$ cat config.mk
export PLATFORM = sky130hd
export DESIGN_NAME = atcaxi2tluh500_rr_arb
export DESIGN_NICKNAME = d
export VERILOG_FILES = /design/src/rtl/atcaxi2tluh500_rr_arb_pkg.sv /design/src/rtl/atcaxi2tluh500_mux_onehot.sv /design/src/rtl/atcaxi2tluh500_rr_arb.sv
export SDC_FILE = /design/constraint.sdc
export NUM_CORES = 1
export LEC_CHECK = 0
export CAP_MARGIN = 20
export CORE_MARGIN = 3
export CORE_UTILIZATION = 28
export DETAILED_ROUTE_END_ITERATION = 10
export PLACE_DENSITY = 0.6
export SKIP_CTS_REPAIR_TIMING = 1
export SLEW_MARGIN = 20
export SYNTH_ARGS = -nofsm -noshare
export SYNTH_HDL_FRONTEND = slang
export SYNTH_SLANG_ARGS = --single-unit
$ cat constraint.sdc
create_clock -name aclk -period 4.5 [get_ports aclk]
set_input_delay 1.35 -clock aclk [delete_from_list [all_inputs] [get_ports aclk]]
set_output_delay 1.35 -clock aclk [all_outputs]
set_load 0.1 [all_outputs]
$ cat src/rtl/atcaxi2tluh500_rr_arb_pkg.sv
// Shared helpers for the round-robin packet arbiter.
// oh2idx turns a one-hot grant into the index of its set bit.
package atcaxi2tluh500_rr_arb_pkg;

  localparam int MAX_N = 16;

  // Returns the index of a one-hot vector; an all-zero input returns 0.
  function automatic logic [3:0] oh2idx(input logic [MAX_N-1:0] oh);
    logic [3:0] idx;
    idx = 4'd0;
    for (int i = 0; i < MAX_N; i++) begin
      if (oh[i]) begin
        idx = idx | 4'(i);
      end else begin
        idx = idx;
      end
    end
    return idx;
  endfunction

endpackage

$ cat src/rtl/atcaxi2tluh500_mux_onehot.sv
// One-hot selected payload multiplexer: ORs together every slice whose select bit is set.
module atcaxi2tluh500_mux_onehot #(
  parameter int N = 2,
  parameter int W = 8
) (
  input  logic [N-1:0]   sel,
  input  logic [N*W-1:0] in,
  output logic [W-1:0]   out
);

  // AND-OR selection of the granted requester's payload.
  always_comb begin
    out = '0;
    for (int i = 0; i < N; i++) begin
      if (sel[i]) begin
        out = out | in[i*W +: W];
      end else begin
        out = out;
      end
    end
  end

endmodule

$ cat src/rtl/atcaxi2tluh500_rr_arb.sv
// Packet-granular round-robin arbiter with a single registered output stage.
// A requester keeps the grant from its first beat until its last beat is accepted.
module atcaxi2tluh500_rr_arb
  import atcaxi2tluh500_rr_arb_pkg::*;
#(
  parameter int N = 2,
  parameter int W = 8
) (
  input  logic           aclk,
  input  logic           aresetn,
  input  logic [N-1:0]   req_valid,
  input  logic [N-1:0]   req_last,
  input  logic [N*W-1:0] req_data,
  output logic [N-1:0]   req_ready,
  output logic           out_valid,
  output logic           out_last,
  output logic [W-1:0]   out_data,
  output logic [N-1:0]   out_grant,
  input  logic           out_ready
);

  localparam int PW = (N > 1) ? $clog2(N) : 1;

  logic [PW-1:0]  r_ptr;
  logic [N-1:0]   r_lock_oh;
  logic           r_out_valid;
  logic           r_out_last;
  logic [W-1:0]   r_out_data;
  logic [N-1:0]   r_out_grant;

  logic           w_load;
  logic           w_locked;
  logic [2*N-1:0] w_dbl_req;
  logic [N-1:0]   w_rot_req;
  logic [N-1:0]   w_rot_first;
  logic [2*N-1:0] w_dbl_gnt;
  logic [N-1:0]   w_rr_gnt;
  logic [N-1:0]   w_gnt;
  logic           w_xfer;
  logic           w_sel_last;
  logic [W-1:0]   w_sel_data;
  logic [3:0]     w_gidx;
  logic [PW-1:0]  w_ptr_nxt;

  assign w_load   = ~r_out_valid | out_ready;
  assign w_locked = |r_lock_oh;

  // Rotate requests so the pointer sits at bit 0, isolate the lowest set bit, rotate back.
  always_comb begin
    w_dbl_req   = {req_valid, req_valid} >> r_ptr;
    w_rot_req   = w_dbl_req[N-1:0];
    w_rot_first = w_rot_req & (~w_rot_req + N'(1));
    w_dbl_gnt   = {w_rot_first, w_rot_first} << r_ptr;
    w_rr_gnt    = w_dbl_gnt[2*N-1:N];
  end

  // A locked requester is the only candidate; it stalls the output while it is idle.
  always_comb begin
    if (w_locked) begin
      w_gnt = r_lock_oh & req_valid;
    end else begin
      w_gnt = w_rr_gnt;
    end
  end

  assign req_ready  = {N{w_load}} & w_gnt;
  assign w_xfer     = w_load & (|w_gnt);
  assign w_sel_last = |(req_last & w_gnt);
  assign w_gidx     = oh2idx(16'(w_gnt));

  // Pointer moves to the requester after the one whose packet just ended.
  always_comb begin
    if (w_gidx >= 4'(N - 1)) begin
      w_ptr_nxt = '0;
    end else begin
      w_ptr_nxt = PW'(w_gidx + 4'd1);
    end
  end

  atcaxi2tluh500_mux_onehot #(
    .N (N),
    .W (W)
  ) u_mux (
    .sel (w_gnt),
    .in  (req_data),
    .out (w_sel_data)
  );

  // Lock and pointer tracking at packet boundaries.
  always_ff @(posedge aclk or negedge aresetn) begin
    if (!aresetn) begin
      r_ptr     <= '0;
      r_lock_oh <= '0;
    end else if (w_xfer) begin
      if (w_sel_last) begin
        r_ptr     <= w_ptr_nxt;
        r_lock_oh <= '0;
      end else begin
        r_ptr     <= r_ptr;
        r_lock_oh <= w_gnt;
      end
    end else begin
      r_ptr     <= r_ptr;
      r_lock_oh <= r_lock_oh;
    end
  end

  // Output stage: load a new beat, go idle on an empty load, or hold under backpressure.
  always_ff @(posedge aclk or negedge aresetn) begin
    if (!aresetn) begin
      r_out_valid <= 1'b0;
      r_out_last  <= 1'b0;
      r_out_data  <= '0;
      r_out_grant <= '0;
    end else if (w_xfer) begin
      r_out_valid <= 1'b1;
      r_out_last  <= w_sel_last;
      r_out_data  <= w_sel_data;
      r_out_grant <= w_gnt;
    end else if (w_load) begin
      r_out_valid <= 1'b0;
      r_out_last  <= r_out_last;
      r_out_data  <= r_out_data;
      r_out_grant <= r_out_grant;
    end else begin
      r_out_valid <= r_out_valid;
      r_out_last  <= r_out_last;
      r_out_data  <= r_out_data;
      r_out_grant <= r_out_grant;
    end
  end

  assign out_valid = r_out_valid;
  assign out_last  = r_out_last;
  assign out_data  = r_out_data;
  assign out_grant = r_out_grant;

endmodule

### Metal 1

Bar = 20 um.
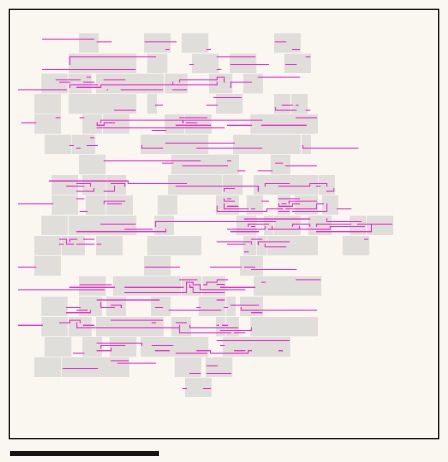
- nets with wire on the layer: 98
- longest straight run: 21.6 um
- wire length on this layer: 741 um
- share of all routed wire: 42%
WL final: 1765 um
M1 GR Usage: 13.34%
vias: 633

### Metal 2

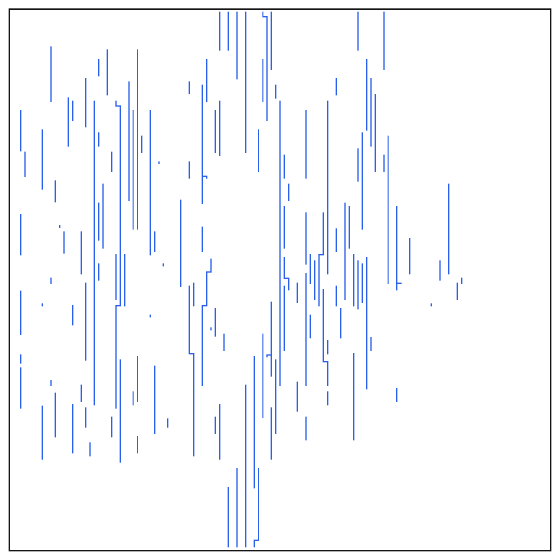
- longest straight run: 32.3 um
- main direction: vertical
met2 Use GR: 18.06%

### Met3 routing

Bar = 20 um.
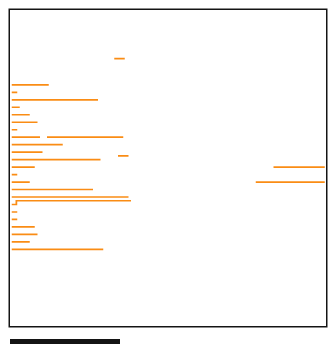
- nets with wire on the layer: 26
- share of all routed wire: 11%
met3 GRT Util: 6.561%

==> cell families (layout without fill, tap and decap cells) <==
logic type             Yosys count  count (layout)  share of synthesized area (%)
AOI/OAI and AO/OA               29              29                          30.69
buffers and inverters            5              44                          5.058
DFF                             15              15                          50.59
and+or+nand+nor                 12              12                          13.66
==> stage by stage <==
stage | instances | setup slack (ps) | util [%] | power (mW) | hold WS, ps
floorplan | 61 | 1062 | - | 0.7009 | 524.8
global placement | 126 | 546.4 | 45.80 | 0.8561 | 457.6
detailed placement | 126 | 567.0 | 45.80 | 0.8597 | 464.4
CTS | 130 | 556.3 | 46.85 | 0.9390 | 483.3
global route | 130 | 479.4 | 46.85 | 0.9732 | 502.9
finish | 130 | 574.2 | 46.85 | 0.9298 | 480.9
==> layout by cell type, fill, tap and decap left out <==
master	instances
clkdlybuf4s50_1	34
dfrtp_1	15
a22o_1	10
a21o_1	10
clkbuf_4	3
nor2b_1	2
a21oi_1	2
nand2b_1	2
nand2_1	2
buf_12	2
buf_4	2
nor3b_4	1
nor2b_2	1
nor4b_4	1
o211a_1	1
o22ai_1	1
o221ai_1	1
inv_1	1
inv_2	1
o21ai_1	1
nor3b_1	1
nor2_1	1
nor4_1	1
o21bai_1	1
a2bb2oi_1	1
o2bb2ai_1	1
clkbuf_1	1
==> per-layer routing <==
layer	vias up	GRT usage (%)
met3	4	6.561
li1	308	-
met4	0	6.954
met2	27	18.06
met5	-	0
met1	294	13.34
==> power groups by stage <==
stage | logic (mW) | registers [mW] | clock network (mW)
floorplan | 0.146 | 0.555 | 0
global placement | 0.628 | 0.228 | 0
detailed placement | 0.629 | 0.231 | 0
CTS | 0.631 | 0.228 | 0.0794
global route | 0.652 | 0.236 | 0.0854
finish | 0.626 | 0.228 | 0.0763
==> area by class of cell <==
class                   instances  area [um2]
flip-flops and latches         15       375.4
inverters                       2       7.507
fillers                       244        1329
repair buffers                 38       395.4
well taps                      30       37.54
multi-input cells              41       329.1
clock buffers                   4       26.28
==> registers in the layout, indices dropped and copies added, names as in the netlist <==
register and count:
r_lock_oh 2, out_last 1, out_data 8, out_grant 2, out_valid 1, r_ptr 1
==> Yosys cell counts <==
| library cell | n |
|---|---|
| a21o_1 | 10 |
| a21oi_1 | 2 |
| a22o_1 | 10 |
| a2bb2oi_1 | 1 |
| buf_4 | 1 |
| buf_6 | 2 |
| dfrtp_1 | 15 |
| inv_1 | 1 |
| inv_2 | 1 |
| nand2_1 | 2 |
| nand2b_1 | 2 |
| nor2_1 | 1 |
| nor2b_1 | 2 |
| nor2b_2 | 1 |
| nor3b_1 | 1 |
| nor3b_4 | 1 |
| nor4_1 | 1 |
| nor4b_4 | 1 |
| o211a_1 | 1 |
| o21ai_1 | 1 |
| o21bai_1 | 1 |
| o221ai_1 | 1 |
| o22ai_1 | 1 |
| o2bb2ai_1 | 1 |
==> worst paths after layout <==
kind,to,slack (ps)
hold reg to reg,out_data[5],480
min in group asynchronous,out_data[3],1460
hold / removal,out_data[5],480
setup / recovery,req_ready[1],570
max in group asynchronous,out_data[6],2620
setup reg to reg,r_lock_oh[0],2650
==> CHANGELOG.md <==
## Implementation

* Crit-path cells: clkdlybuf4s50_1 -> nor3b_4 -> nor4b_4 -> buf_12
* Unrepaired setup endpoints after global routing: false
* Synth-to-Final Area Change at 57.84%
* Worst slew margin at 33.42%
* Final GP Congestion at 0.7550
* Internal power at 0.3956 mW
* Pre-Repair DR Iteration Count at 2
* Leakage power at 0.5407 nW
* Share of cells above drive strength 1 at 11.00%
* Mapped Area at 742.0 um2
* Met3 routed WL at 198 um
* Area leader, netlist: dfrtp_1
* Clk latency late pin at 280 ps
* Global-route wire length before repair at 3015 um
* Fmax at 254.7 MHz
* WL per Instance at 13.58 um
* Max Used Layer: met4
* Post-layout min period at 3926 ps
* Final net count at 124
* Overflow after GRT at 0
* Wl on met1 at 740 um
* Delay of the slowest cell on the worst path at 470 ps
* Net count after synthesis at 84
* Power per Cell Area at 793.9 mW/mm2
* Die area at 0.003303 mm2
* Crit path DAT at 2580 ps
* Max H-tree Level at 1
* Clock root cell: clkbuf_4
* # Max-Cap Violations at 0
* Initial antenna violation count at 0
* Clock power share at 8.2%
* Port buffer count at 36
* Top-area cell share at 50.59%
* Initial DRC Count at 11
* Top cells, area: dfrtp_1, a22o_1, a21o_1
* CTS Buffer Depth at 2
* Worst min path class: flop to flop
* Pre-Place Util at 29.68%
* Log Warnings at 26
* Die Width at 57.48 um
* Outcome: complete, no violations
* Seq share, synth at 50.59%
* Comb pwr share at 67.3%
* TritonCTS clock tree: yes
* Final antenna-violating net count at 0
* DR WL met2 at 797 um
* # rows at 18
* Slew of the pin with the lowest slew margin at 995.6 ps
* CTS buffer count at 3
* CP endpoint kind: output port
Power is estimated from default activity; no workload was simulated.
